===== src/rtl/frodo_seq_pkg.sv =====
// Shared types and constants for the Frodo instruction sequencer.
package frodo_seq_pkg;

    localparam int unsigned DEF_INST_WIDTH = 28;
    localparam int unsigned DEF_PC_WIDTH   = 10;
    localparam int unsigned OPCODE_WIDTH   = 3;
    localparam int unsigned BASE_PC_DEPTH  = 16;

    localparam logic [OPCODE_WIDTH-1:0] END_OPCODE = 3'b111;

    localparam logic [1:0] MODE_KEYGEN  = 2'b00;
    localparam logic [1:0] MODE_ENCAPS  = 2'b01;
    localparam logic [1:0] MODE_DECAPS  = 2'b10;
    localparam logic [1:0] MODE_ILLEGAL = 2'b11;

    typedef enum logic [2:0] {
        ST_IDLE   = 3'd0,
        ST_FETCH  = 3'd1,
        ST_LATCH  = 3'd2,
        ST_ISSUE  = 3'd3,
        ST_FINISH = 3'd4
    } seq_state_e;

    // Program base per {level, mode_ctrl}; the mode==11 slots are never selected.
    localparam logic [DEF_PC_WIDTH-1:0] BASE_PC [BASE_PC_DEPTH] = '{
        10'h000, 10'h040, 10'h3FE, 10'h000,
        10'h080, 10'h0C0, 10'h100, 10'h000,
        10'h140, 10'h1C0, 10'h200, 10'h000,
        10'h240, 10'h280, 10'h180, 10'h000
    };

endpackage


===== src/rtl/inst_sequencer.sv =====
// Instruction sequencer: walks the external program ROM from a per-mode base
// address and issues each instruction over a valid/ready handshake.
// Optional performance counters: define INST_SEQ_PERF_CNT_EN.
module inst_sequencer
    import frodo_seq_pkg::*;
#(
    parameter int unsigned INST_WIDTH = DEF_INST_WIDTH,
    parameter int unsigned PC_WIDTH   = DEF_PC_WIDTH
) (
    input  logic                  clk,
    input  logic                  rst,
    input  logic [1:0]            level,
    input  logic [1:0]            mode_ctrl,
    input  logic                  start,
    output logic [PC_WIDTH-1:0]   rom_addr,
    input  logic [INST_WIDTH-1:0] rom_data,
    output logic [INST_WIDTH-1:0] inst,
    output logic                  inst_valid,
    input  logic                  inst_ready,
    output logic                  busy,
    output logic                  done,
    output logic                  err,
    output logic [PC_WIDTH-1:0]   pc
`ifdef INST_SEQ_PERF_CNT_EN
    ,
    output logic [31:0]           cyc_cnt,
    output logic [15:0]           inst_cnt
`endif
);

    seq_state_e            state_q, state_d;
    logic [PC_WIDTH-1:0]   pc_q, pc_d;
    logic [PC_WIDTH-1:0]   rom_addr_q, rom_addr_d;
    logic [INST_WIDTH-1:0] inst_q, inst_d;
    logic                  inst_valid_q, inst_valid_d;
    logic                  busy_q, busy_d;
    logic                  done_q, done_d;
    logic                  err_q, err_d;
    logic [PC_WIDTH-1:0]   base_pc;
    logic [OPCODE_WIDTH-1:0] opcode;
    logic                  start_acc;

    assign base_pc   = PC_WIDTH'(BASE_PC[{level, mode_ctrl}]);
    assign opcode    = rom_data[INST_WIDTH-1 -: OPCODE_WIDTH];
    assign start_acc = (state_q == ST_IDLE) && start;

    // State and datapath registers.
    always_ff @(posedge clk) begin
        if (rst) begin
            state_q      <= ST_IDLE;
            pc_q         <= '0;
            rom_addr_q   <= '0;
            inst_q       <= '0;
            inst_valid_q <= 1'b0;
            busy_q       <= 1'b0;
            done_q       <= 1'b0;
            err_q        <= 1'b0;
        end else begin
            state_q      <= state_d;
            pc_q         <= pc_d;
            rom_addr_q   <= rom_addr_d;
            inst_q       <= inst_d;
            inst_valid_q <= inst_valid_d;
            busy_q       <= busy_d;
            done_q       <= done_d;
            err_q        <= err_d;
        end
    end

    // Next-state logic; rom_addr is loaded on entry to FETCH so ROM data is ready in LATCH.
    always_comb begin
        state_d      = state_q;
        pc_d         = pc_q;
        rom_addr_d   = rom_addr_q;
        inst_d       = inst_q;
        inst_valid_d = inst_valid_q;
        busy_d       = busy_q;
        done_d       = 1'b0;
        err_d        = err_q;

        unique case (state_q)
            ST_IDLE: begin
                if (start) begin
                    if (mode_ctrl != MODE_ILLEGAL) begin
                        pc_d       = base_pc;
                        rom_addr_d = base_pc;
                        err_d      = 1'b0;
                        busy_d     = 1'b1;
                        state_d    = ST_FETCH;
                    end else begin
                        err_d  = 1'b1;
                        done_d = 1'b1;
                    end
                end
            end
            ST_FETCH: begin
                state_d = ST_LATCH;
            end
            ST_LATCH: begin
                if (opcode == END_OPCODE) begin
                    done_d  = 1'b1;
                    state_d = ST_FINISH;
                end else begin
                    inst_d       = rom_data;
                    inst_valid_d = 1'b1;
                    state_d      = ST_ISSUE;
                end
            end
            ST_ISSUE: begin
                if (inst_ready) begin
                    inst_valid_d = 1'b0;
                    if (pc_q == '1) begin
                        err_d   = 1'b1;
                        done_d  = 1'b1;
                        state_d = ST_FINISH;
                    end else begin
                        pc_d       = pc_q + PC_WIDTH'(1);
                        rom_addr_d = pc_q + PC_WIDTH'(1);
                        state_d    = ST_FETCH;
                    end
                end
            end
            ST_FINISH: begin
                busy_d  = 1'b0;
                state_d = ST_IDLE;
            end
            default: begin
                state_d = ST_IDLE;
            end
        endcase
    end

    assign rom_addr   = rom_addr_q;
    assign inst       = inst_q;
    assign inst_valid = inst_valid_q;
    assign busy       = busy_q;
    assign done       = done_q;
    assign err        = err_q;
    assign pc         = pc_q;

`ifdef INST_SEQ_PERF_CNT_EN
    logic [31:0] cyc_cnt_q, cyc_cnt_d;
    logic [15:0] inst_cnt_q, inst_cnt_d;

    // Saturating busy-cycle and issued-instruction counters, cleared on start.
    always_comb begin
        cyc_cnt_d  = cyc_cnt_q;
        inst_cnt_d = inst_cnt_q;
        if (start_acc) begin
            cyc_cnt_d  = '0;
            inst_cnt_d = '0;
        end else begin
            if (busy_q && (cyc_cnt_q != '1)) begin
                cyc_cnt_d = cyc_cnt_q + 32'(1);
            end
            if (inst_valid_q && inst_ready && (inst_cnt_q != '1)) begin
                inst_cnt_d = inst_cnt_q + 16'(1);
            end
        end
    end

    // Counter registers.
    always_ff @(posedge clk) begin
        if (rst) begin
            cyc_cnt_q  <= '0;
            inst_cnt_q <= '0;
        end else begin
            cyc_cnt_q  <= cyc_cnt_d;
            inst_cnt_q <= inst_cnt_d;
        end
    end

    assign cyc_cnt  = cyc_cnt_q;
    assign inst_cnt = inst_cnt_q;
`else
    logic unused_start_acc;
    assign unused_start_acc = start_acc;
`endif

endmodule


===== config.mk =====
export PLATFORM = sky130hd
export DESIGN_NAME = inst_sequencer
export DESIGN_NICKNAME = d
export VERILOG_FILES = /design/src/rtl/frodo_seq_pkg.sv /design/src/rtl/inst_sequencer.sv
export SDC_FILE = /design/constraint.sdc
export NUM_CORES = 1
export LEC_CHECK = 0
export CORE_AREA = 2 2 74 76
export CTS_CLUSTER_DIAMETER = 60
export DETAILED_ROUTE_END_ITERATION = 16
export DIE_AREA = 0 0 76 78
export PLACE_DENSITY = 0.94
export SLEW_MARGIN = 40
export SYNTH_ARGS = -nofsm -noshare
export SYNTH_HDL_FRONTEND = slang
export SYNTH_SLANG_ARGS = --single-unit

===== constraint.sdc =====
create_clock -name clk -period 3.8 [get_ports clk]
set_clock_uncertainty 0.2 [all_clocks]
set_input_delay 0.38 -clock clk [delete_from_list [all_inputs] [get_ports clk]]
set_output_delay 0.38 -clock clk [all_outputs]
set_load 0.005 [all_outputs]

**Run 1: M1 wires**

Drawn at 8 px/µm. Supply wires on this layer in gray.
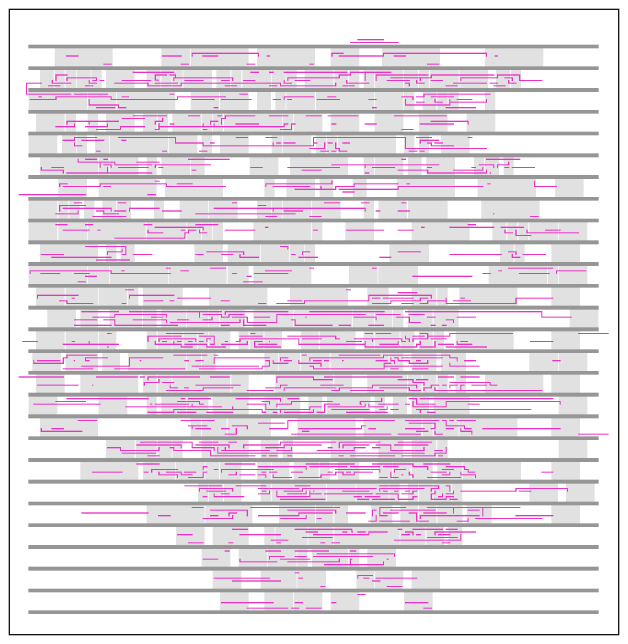
longest straight run	25.8 µm
nets with wire on the layer	334
main direction	horizontal
share of all routed wire	41%
wire length on this layer	2550 µm
met1 layer usage reported by global route: 24.6%
wire length reported by the detailed router: 6160 µm
total via count after detailed routing: 2294

**Run 1: signal wires by layer**

Drawn at 6 px/µm. Two of the layers only.
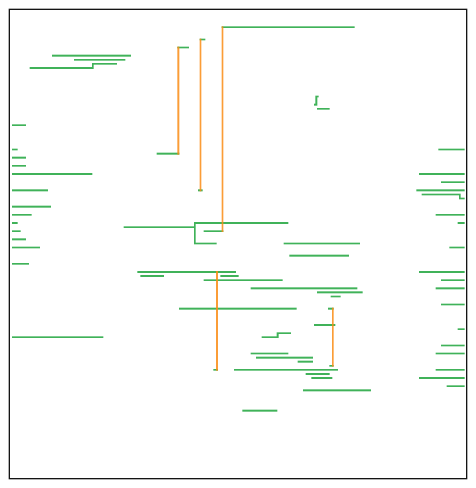
color	layer	wire length
orange	metal 4	103 µm
green	metal 3	416 µm

==> reports/results.txt, run 1 <==
run status = completed
nets@finish = 387
most crowded layer after global routing = met2
placed cell area = 3110 µm²
cells after synthesis = 278
I/O pin cnt = 88
worst setup path startpoint = rom_addr[1]
xor-xnor portion of the synthesized cell area = 0.380%
global router's overall resource usage = 20.6%
Clk power = 0.318 mW
hold buffers post-CTS = 0
Complex Gates by Area = 22.6%
DR WL/cell = 14.8 µm
remaining number of nets flagged by the antenna check after routing = 0
number of flip-flops under the largest register name = 28
cells on worst reg2reg path = 5
distinct lib cells = 53
part of the Yosys area used for sequential elements = 39.0%
Max-area cell class = logic gates
VDD IR-drop max = 374 µV
final instance area = 3210 µm²
total negative slack for setup checks = 0 ns
worst setup path category = reg -> reg
instance count on the critical path = 5
area fraction of the dominant cell type after synthesis = 39.0%
Tightest Pin Transition = 0.759 ns
yosys stat cell total = 278
share of the cycle needed by the critical path after routing = 64.0%
total placed cells including tap cells = 409
post-synth net total = 319
GR Util met2 = 36.4%
pin count of the biggest net entering global routing = 28
cells taking the most area after synthesis = sky130_fd_sc_hd__dfxtp_1 (39%), sky130_fd_sc_hd__nand2_1 (10%), sky130_fd_sc_hd__a21oi_1 (7.6%)
CP Max Fanout = 8
Area growth syn-to-layout = 39.3%
number of global-route vias before repair = 2162
Worst R2R Start = rom_addr[1]
multi-input gate share of the layout cell area = 37.6%
chip area = 5930 µm²
unrepaired setup endpoints after global routing = no
required arrival time at the worst endpoint = 3.79 ns
initial antenna violation count = 0
global-route wire length before repair = 10200 µm
Yosys chip area = 2310 µm²
worst relative slew slack = 49.2%
area fraction in full adders, half adders and majority gates = 2.71%
Max power group = registers
Worst Setup End Kind = flip-flop
number of diodes added for antenna fixing = 0
standard cell with the maximum stage delay on the critical path = sky130_fd_sc_hd__o311ai_2
worst-case hold path end point = inst[24]
Mapped Avg Cell Area = 8.30 µm²
# fillers = 421
count of buffers added by post-CTS timing repair for setup = 0
dominant logic cell type in the layout = sky130_fd_sc_hd__clkdlybuf4s50_1
total of clock buffers placed in the layout = 7
hold path cells = 2
tally of max-capacitance violations = 0
combinational cell area excluding buffers and inverters = 1210 µm²
Cell Chain, Critical Path = ha_1 -> nand4_2 -> o311ai_2 -> a211oi_1 -> o32ai_1
non-clk buf share = 27.6%
clock root buffer = sky130_fd_sc_hd__clkbuf_8
met3 layer wire length in the routed design = 416 µm
mux frac, synth = 1.46%
n_taps = 70
Power Total = 1.20 mW
DP Worst Slack = 1.14 ns
drc violations = 0
H-tree lvl count = 2
family with the most delay on the worst path = AND-OR/OR-AND gates
maximum clock path buffer count = 2
Clock buffers and inverters, area share = 3.15%
number of optimization iterations in the first detailed-route pass = 4
Max Slew Vio Count = 0
number of buffers outside the clock class in the layout = 89
Internal Pwr Total = 0.859 mW
Vias/cell = 5.50
total standard cell area after synthesis = 2310 µm²
number of placement rows = 26
Sw Ratio = 28.6%
type of the most critical hold path = reg -> reg
delay of the slowest cell on the worst path = 0.71 ns
Latency at later pin = 0.28 ns
Port Buffer Count = 87
endpoint of the most critical register-to-register path = rom_addr[2]
total clock buffers created by CTS = 5
quantity of gates resized following cts = 0
#FFs+latches synth = 45
met1 wire length = 2550 µm
number of synthesis warnings = 0
most common cell in the netlist = sky130_fd_sc_hd__nand2_1
Leak Pwr = 1.11 nW
start point of the worst hold path = inst[24]
CTS tree = built
most common library cells after synthesis = sky130_fd_sc_hd__nand2_1 (63), sky130_fd_sc_hd__dfxtp_1 (45), sky130_fd_sc_hd__a21oi_1 (35)
final weighted congestion in routability-driven placement = 0.858
**Run 1: met3 routing**

Drawn at 4 px/µm.
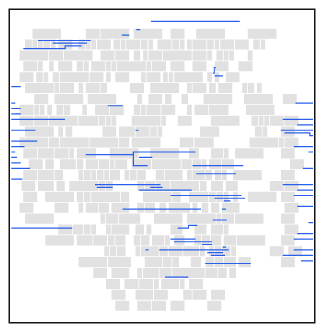
share of all routed wire	6.8%
main direction	horizontal
grt met3 use: 4.53%

**Run 1: where the registers sit**

Drawn at 6 px/µm. Other sequential cells in the stronger gray, the rest of the logic in the fainter gray.
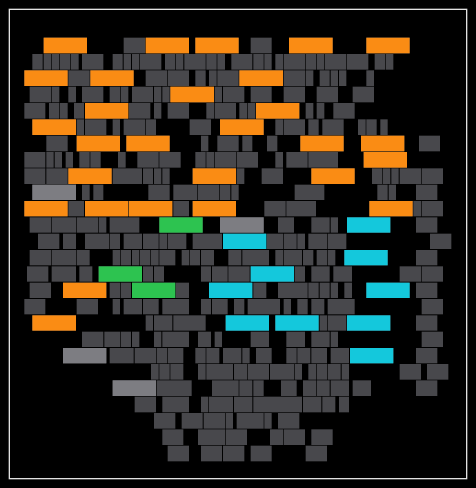
color	signal	sequential cells
cyan	`rom_addr`	10
orange	`inst`	28
green	`state_q`	3
share of cell area taken by flip-flops and latches: 28.0%
Register Area: 901 µm²
Power Sequential: 0.556 mW
post-route core utilization: 63.7%

**Run 1: routing congestion**

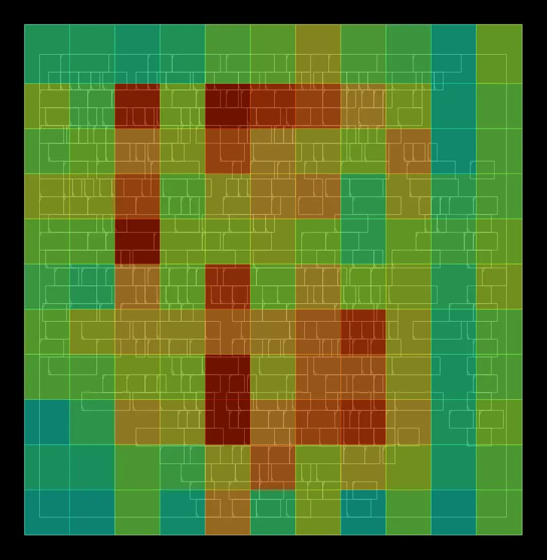

==> inputs of run 2 (changes only) <==
--- a/config.mk
+++ b/config.mk
@@ -5,11 +5,11 @@
 export SDC_FILE = /design/constraint.sdc
 export NUM_CORES = 1
 export LEC_CHECK = 0
-export CORE_AREA = 2 2 74 76
+export CORE_AREA = 2 2 79 81
 export CTS_CLUSTER_DIAMETER = 60
 export DETAILED_ROUTE_END_ITERATION = 16
-export DIE_AREA = 0 0 76 78
-export PLACE_DENSITY = 0.94
+export DIE_AREA = 0 0 81 83
+export PLACE_DENSITY = 0.88
 export SLEW_MARGIN = 40
 export SYNTH_ARGS = -nofsm -noshare
 export SYNTH_HDL_FRONTEND = slang
==> constraint.sdc (replaced) <==
create_clock -name clk -period 2.1 [get_ports clk]
set_clock_uncertainty 0.2 [all_clocks]
set_input_delay 0.21 -clock clk [delete_from_list [all_inputs] [get_ports clk]]
set_output_delay 0.21 -clock clk [all_outputs]
set_load 0.005 [all_outputs]
**Run 2: routing congestion**

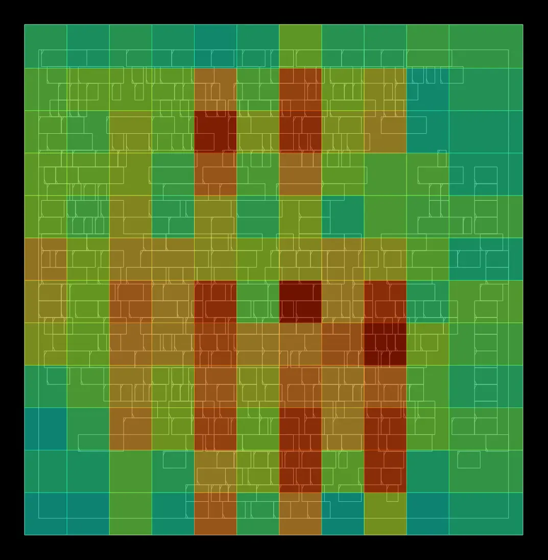
grt met3 use: 4.13%
global router's overall resource usage: 20.2%
post-route core utilization: 60.4%
most crowded layer after global routing: met2
met1 layer usage reported by global route: 26.5%

==> run 2 against run 1 <==
Against the previous run: cell count up 8.6%; first-iteration DRC count decreased by 15%; non-clock buffer count rose by 31; sequential power grew 79%; register-to-register slack worse by 1.2 ns; cell area up 9.2%; maximum frequency grew 23%; critical path depth rose by 2; synthesized cell count did not move; utilization fell by 3.4 points; largest power group unchanged.
==> reports/results.txt, run 2 <==
run status = completed
Max-area cell class = logic gates
#FFs+latches synth = 45 (unchanged)
start point of the worst hold path = rom_data[22]
part of the Yosys area used for sequential elements = 39.0% (unchanged)
hold path cells = 3 (+1)
final instance area = 3510 µm² (+9.2%)
share of cell area taken by flip-flops and latches = 25.7% (-2.3 points)
Latency at later pin = 0.30 ns (+0.02 ns)
required arrival time at the worst endpoint = 2.10 ns (-1.69 ns)
Port Buffer Count = 87 (unchanged)
number of synthesis warnings = 0 (unchanged)
VDD IR-drop max = 420 µV (+12%)
total placed cells including tap cells = 445 (+8.8%)
number of diodes added for antenna fixing = 0 (unchanged)
quantity of gates resized following cts = 0 (unchanged)
family with the most delay on the worst path = AND-OR/OR-AND gates
hold buffers post-CTS = 0 (unchanged)
area fraction in full adders, half adders and majority gates = 2.71% (unchanged)
total clock buffers created by CTS = 5 (unchanged)
Worst R2R Start = rom_addr[1]
number of placement rows = 28 (+7.7%)
non-clk buf share = 32.6% (+5.0 points)
worst relative slew slack = 68.5% (+19 points)
clock root buffer = sky130_fd_sc_hd__clkbuf_8
met3 layer wire length in the routed design = 453 µm (+8.9%)
most common library cells after synthesis = sky130_fd_sc_hd__nand2_1 (63), sky130_fd_sc_hd__dfxtp_1 (45), sky130_fd_sc_hd__a21oi_1 (35)
Yosys chip area = 2310 µm² (unchanged)
worst-case hold path end point = inst[22]
remaining number of nets flagged by the antenna check after routing = 0 (unchanged)
n_taps = 75 (+7.1%)
number of buffers outside the clock class in the layout = 120 (+35%)
Power Total = 2.40 mW (+99%)
CP Max Fanout = 8 (unchanged)
chip area = 6720 µm² (+13%)
post-synth net total = 319 (unchanged)
CTS tree = built
mux frac, synth = 1.46% (unchanged)
combinational cell area excluding buffers and inverters = 1220 µm² (+0.93%)
number of optimization iterations in the first detailed-route pass = 5 (+1)
placed cell area = 3370 µm² (+8.4%)
Tightest Pin Transition = 0.471 ns (-0.288 ns)
wire length reported by the detailed router = 6570 µm (+6.7%)
instance count on the critical path = 7 (+2)
worst setup path category = reg -> reg
Worst Setup End Kind = flip-flop
unrepaired setup endpoints after global routing = no
number of flip-flops under the largest register name = 28 (unchanged)
DP Worst Slack = -0.143 ns (-1.29 ns)
Clk power = 0.692 mW (+120%)
count of buffers added by post-CTS timing repair for setup = 0 (unchanged)
nets@finish = 418 (+8.0%)
# fillers = 546 (+30%)
delay of the slowest cell on the worst path = 0.35 ns (-0.36 ns)
Cell Chain, Critical Path = ha_1 -> nand4_2 -> buf_4 -> o311ai_2 -> buf_4 -> a211oi_1 -> o32ai_1
H-tree lvl count = 2 (unchanged)
total via count after detailed routing = 2421 (+5.5%)
Mapped Avg Cell Area = 8.30 µm² (unchanged)
Power Sequential = 0.993 mW (+79%)
tally of max-capacitance violations = 0 (unchanged)
total of clock buffers placed in the layout = 6 (-1)
I/O pin cnt = 88 (unchanged)
Sw Ratio = 28.4% (-0.29 points)
Leak Pwr = 1.28 nW (+15%)
cells on worst reg2reg path = 7 (+2)
met1 wire length = 2870 µm (+13%)
share of the cycle needed by the critical path after routing = 94.2% (+30 points)
distinct lib cells = 53 (unchanged)
Max Slew Vio Count = 0 (unchanged)
Max power group = registers
final weighted congestion in routability-driven placement = 0.899 (+4.8%)
Area growth syn-to-layout = 52.2%
worst setup path startpoint = rom_addr[1]
Register Area = 903 µm² (+0.28%)
dominant logic cell type in the layout = sky130_fd_sc_hd__clkdlybuf4s50_1
Complex Gates by Area = 22.6% (unchanged)
Internal Pwr Total = 1.72 mW (+100%)
initial antenna violation count = 0 (unchanged)
Power and IR drop assume default switching activity.
